**config.mk**
```make
export PLATFORM = sky130hd
export DESIGN_NAME = expr_gen
export DESIGN_NICKNAME = d
export VERILOG_FILES = /design/src/rtl/expr_gen.sv
export SDC_FILE = /design/constraint.sdc
export NUM_CORES = 1
export LEC_CHECK = 0
export CELL_PAD_IN_SITES_DETAIL_PLACEMENT = 0
export CELL_PAD_IN_SITES_GLOBAL_PLACEMENT = 1
export CORE_UTILIZATION = 35
export CTS_BUF_LIST = sky130_fd_sc_hd__clkbuf_16
export DETAILED_ROUTE_END_ITERATION = 10
export PLACE_DENSITY_LB_ADDON = 0.1
export SYNTH_ARGS = -nofsm -noshare
export SYNTH_HDL_FRONTEND = slang
export SYNTH_SLANG_ARGS = --single-unit
```
**constraint.sdc**
```tcl
create_clock -name clk -period 3.7 [get_ports clk]
set_input_delay 0.555 -clock clk [delete_from_list [all_inputs] [get_ports clk]]
set_output_delay 0.555 -clock clk [all_outputs]
set_load 0.05 [all_outputs]
```
**src/rtl/expr_gen.sv**
```systemverilog
// expr_gen: serializes one latched expression of the form digit (op digit)*
// into an ASCII valid/ready byte stream. Digits go out as '0'..'9' and
// operators as '+' or '*'. A start request is checked before anything is
// latched; a malformed request produces a single err pulse and is dropped.
module expr_gen #(
  parameter int MAX_TERMS = 8,
  parameter int CW        = 4
) (
  input  logic                   clk,
  input  logic                   clr,
  input  logic                   start,
  input  logic [CW-1:0]          n_terms,
  input  logic [4*MAX_TERMS-1:0] digits,
  input  logic [MAX_TERMS-2:0]   ops,
  output logic [7:0]             out_data,
  output logic                   out_valid,
  input  logic                   out_ready,
  output logic                   out_last,
  output logic                   busy,
  output logic                   done,
  output logic                   err
);

  localparam int IW = (MAX_TERMS > 1) ? $clog2(MAX_TERMS) : 1;

  typedef enum logic [1:0] {
    IDLE,
    DIG,
    OP
  } state_t;

  state_t                 state;
  state_t                 state_nxt;
  logic [IW-1:0]          idx;
  logic [CW-1:0]          n_lat;
  logic [4*MAX_TERMS-1:0] digits_lat;
  logic [MAX_TERMS-1:0]   ops_lat;
  logic [3:0]             cur_digit;
  logic                   req_bad;
  logic                   accept;
  logic                   reject;
  logic                   is_last;

  // Decide whether a start request describes a well-formed expression:
  // term count within 1..MAX_TERMS and every used term a BCD digit.
  always_comb begin
    req_bad = 1'b0;
    if (n_terms == '0 || n_terms > CW'(MAX_TERMS)) begin
      req_bad = 1'b1;
    end
    for (int i = 0; i < MAX_TERMS; i++) begin
      if (CW'(i) < n_terms && digits[4*i +: 4] > 4'd9) begin
        req_bad = 1'b1;
      end
    end
  end

  // Requests only count in IDLE, so a start while busy is silently ignored.
  assign accept    = (state == IDLE) && start && !req_bad;
  assign reject    = (state == IDLE) && start && req_bad;
  assign cur_digit = digits_lat[{idx, 2'b00} +: 4];
  assign is_last   = (CW'(idx) == n_lat - CW'(1));
  assign busy      = (state != IDLE);

  // Next-state and byte presentation; outputs depend only on state and
  // latched data, so they stay stable while the sink stalls.
  always_comb begin
    state_nxt = state;
    out_valid = 1'b0;
    out_data  = 8'd0;
    out_last  = 1'b0;
    case (state)
      IDLE: begin
        if (accept) begin
          state_nxt = DIG;
        end
      end
      DIG: begin
        out_valid = 1'b1;
        out_data  = 8'd48 + {4'd0, cur_digit};
        out_last  = is_last;
        if (out_ready) begin
          state_nxt = is_last ? IDLE : OP;
        end
      end
      OP: begin
        out_valid = 1'b1;
        out_data  = ops_lat[idx] ? 8'd42 : 8'd43;
        if (out_ready) begin
          state_nxt = DIG;
        end
      end
      default: begin
        state_nxt = IDLE;
      end
    endcase
  end

  // State register plus the expression snapshot taken when a request is accepted;
  // the term index only advances after an operator byte is consumed.
  always_ff @(posedge clk or posedge clr) begin
    if (clr) begin
      state      <= IDLE;
      idx        <= '0;
      n_lat      <= '0;
      digits_lat <= '0;
      ops_lat    <= '0;
    end else begin
      state <= state_nxt;
      if (accept) begin
        idx        <= '0;
        n_lat      <= n_terms;
        digits_lat <= digits;
        ops_lat    <= {1'b0, ops};
      end else if (state == OP && out_ready) begin
        idx <= idx + 1'b1;
      end
    end
  end

  // One-cycle status pulses: done after the final digit is taken, err after a rejected request.
  always_ff @(posedge clk or posedge clr) begin
    if (clr) begin
      done <= 1'b0;
      err  <= 1'b0;
    end else begin
      done <= (state == DIG) && out_ready && is_last;
      err  <= reject;
    end
  end

endmodule
```
The metal 3 layer:
Bar = 20 µm.
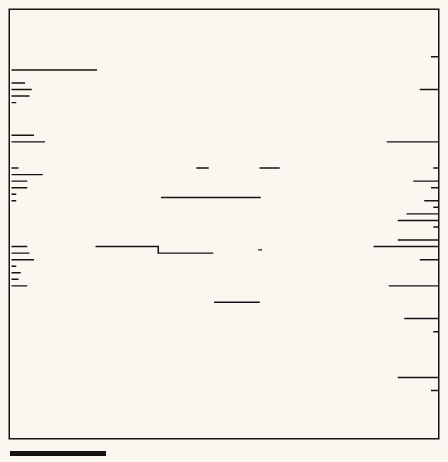
wire length on this layer = 224 µm
nets with wire on the layer = 41
longest straight run = 20.5 µm
final WL: 5870 µm
met3 Use GR: 0.0379
DR vias: 1,688

Pin placement:
Bar = 20 µm. Pins as bars across the die edge, other pins in grey.
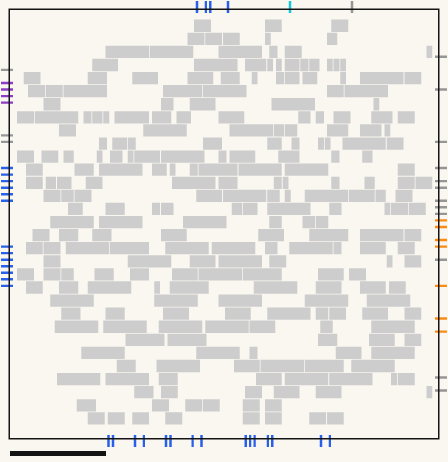
cyan -> `busy`  # pins 1, direction output, edge north
purple -> `n_terms`  # pins 4, direction input, edge west
orange -> `ops`  # pins 7, direction input, edge east
blue -> `digits`  # pins 32, direction input, edge 15 south, 13 west, 4 north

Signal wires by layer:
Bar = 20 µm.
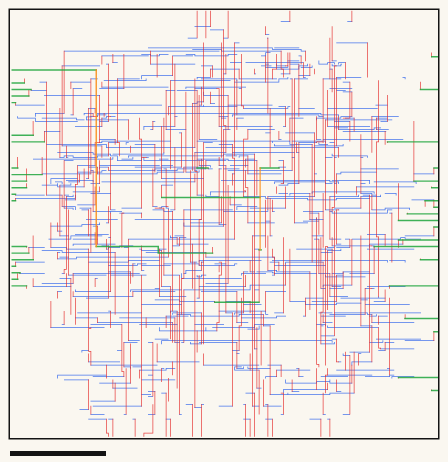
green -> M3  # wire length 224 µm
red -> M2  # wire length 2,680 µm
blue -> M1  # wire length 2,920 µm
orange -> M4  # wire length 53.7 µm

Drive-strength map:
Bar = 20 µm.
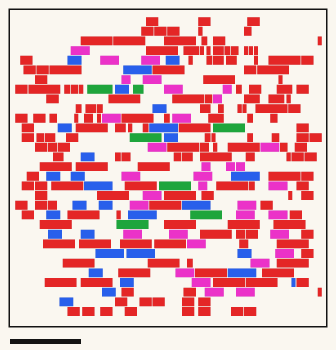
magenta -> x3 and x4  # cells 34, share 13%
blue -> x2  # cells 29, share 11%
green -> x6 and larger  # cells 7, share 2.8%
red -> x1 and smaller  # cells 184, share 72%

Placement view:
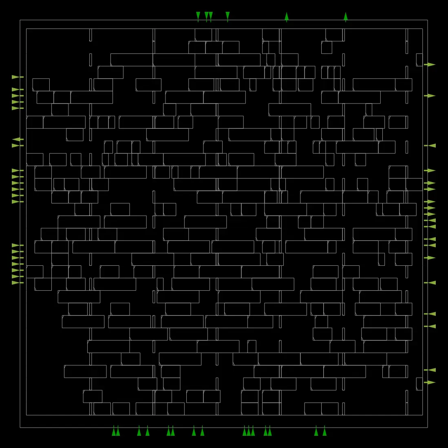
Tap Cells: 99
Layout Cells excl Fill: 353

==> registers in the layout, summed over array words and instances (netlist names) <==
name        cells
digits_lat     32
done            1
err             1
idx             3
n_lat           4
ops_lat         7
state           2
==> stage by stage <==
stage          power (W)  hold WS, ns  instance area [µm²]  setup slack [ns]  std cells
5_1_grt          0.00289        0.520                 3470             0.200        353
6_report         0.00271        0.508                 3470             0.352        353
3_5_place_dp     0.00227        0.488                 3320             0.653        345
3_3_place_gp     0.00226        0.484                 3320             0.717        345
4_1_cts          0.00275        0.512                 3470             0.334        353
2_1_floorplan    0.00190        0.474                 2650             0.992        194
==> area by class of cell <==
class	instances	area (µm²)	share of cell area
clock buffers	5	125	0.0361
well taps	99	124	0.0357
repair buffers	64	636	0.183
flip-flops and latches	50	1250	0.361
clock inverters	3	20.0	0.00577
inverters	7	26.3	0.00758
multi-input cells	125	1290	0.371
==> where the power goes <==
part	internal (W)	total (W)	switching [W]
combinational	0.000709	0.00130	0.000595
clock	0.000251	0.000459	0.000208
sequential	0.000796	0.000948	0.000153
==> cells by family (layout without fill, tap and decap cells) <==
family,count (synthesis),in the layout,synth area share
adders and majority gates,5,5,0.0236
DFF,50,50,0.473
muxes,58,58,0.322
and+or+nand+nor,31,31,0.0596
AOI/OAI and AO/OA,23,23,0.0582
other,1,2,0.00142
buffers and inverters,19,79,0.0426
xor gates and xnor gates,6,6,0.0199
==> per-layer routing <==
metal / vias up / wire, µm
li1: 814 / -
met1: 823 / 2920
met2: 46 / 2680
met3: 5 / 223
met4: 0 / 53
met5: - / 0
==> placed cells by master, fill, tap and decap left out, drive strengths merged, types with 3 or more instances in the layout <==
cell / netlist / routed
clkbuf: 2 / 5
o211ai: 3 / 3
xnor2: 5 / 5
ha: 5 / 5
mux2i: 3 / 3
inv: 7 / 8
nand2: 7 / 7
nor2b: 3 / 3
mux4: 9 / 9
clkdlybuf4s50: 0 / 57
buf: 10 / 7
o21ai: 6 / 6
mux2: 46 / 46
and2: 4 / 4
dfrtp: 50 / 50
nor2: 7 / 7
a21oi: 5 / 5
nor3: 3 / 3
==> how the worst max path moves through the flow <==
stage / from / endpoint / slack (ns) / cells after the start
after floorplan: n_lat[0] / out_last / 0.99 / 7
after global placement: n_lat[0] / out_last / 0.72 / 8
after detailed placement: n_lat[0] / out_last / 0.65 / 8
after CTS: n_lat[0] / out_last / 0.33 / 8
after global routing: n_lat[0] / out_last / 0.20 / 8
final: n_lat[0] / out_last / 0.35 / 8
==> reports/results.ini <==
[worst_setup_path]
crit_type = reg2out
startpoint_type = flip-flop
r2r_start = state[1]
crit_chain = inv_1, ha_1, xnor2_1, nor4bb_1, a21oi_1, or3_1, nor2_1, clkdlybuf4s50_1
cp_slowest_stage_delay_ns = 0.81
cpLargestDelayFamily = buffers and inverters
cp.arrival_ns = 2.79
crit_path_end_kind = output port
r2r_slack_ns = 1.71

[grt]
grt_start_max_net_pins = 51
gr-usage-met2 = 0.259
antenna_found_initial = 0
grt_first_pass_wirelength_um = 9630
grt_overflow_total = 0
gr-usage-met1 = 0.238
grt_usage = 0.167

[placement]
io_buffers = 57
dp_hpwl_um = 4200

[synthesis]
common_cells = dfrtp_1 (50), mux2_4 (27), mux2_2 (19), mux4_2 (9)
yosysCellCount = 193
edf_count = 0
syn-cell-area_um2 = 2650
area_leaders = dfrtp_1 (47%), mux2_4 (15%), mux2_2 (8.1%)

[layout]
antenna_cells = 0

[floorplanning]
fp_util = 0.363
dieWidth_um = 89.0
core_um2 = 7290

[clocking]
clock_latency_ns = 0.29
cts_setup_buffers = 0
cts_sinks = 50
ctsHtreeMaxLevel = 2

[route]
drtIter0Drc = 47
vias_per_cell = 4.78

[outcome]
outcome = finished clean

[sta]
setup_viol = 0
finalCriticalPeriod_ns = 3.35
relSlewSlack = 0.293
hold_violations = 0

[power]
p_per_area_nw_per_um2 = 782
irDropWorstVdd_mv = 0.234
leakage_nw = 1.59

[flow_run]
maxCapViolCount = 0

[worst_hold_path]
min_path_type = reg2reg
hold_depth = 1

Power figures rest on the tool's default switching activity, not on a simulated workload.
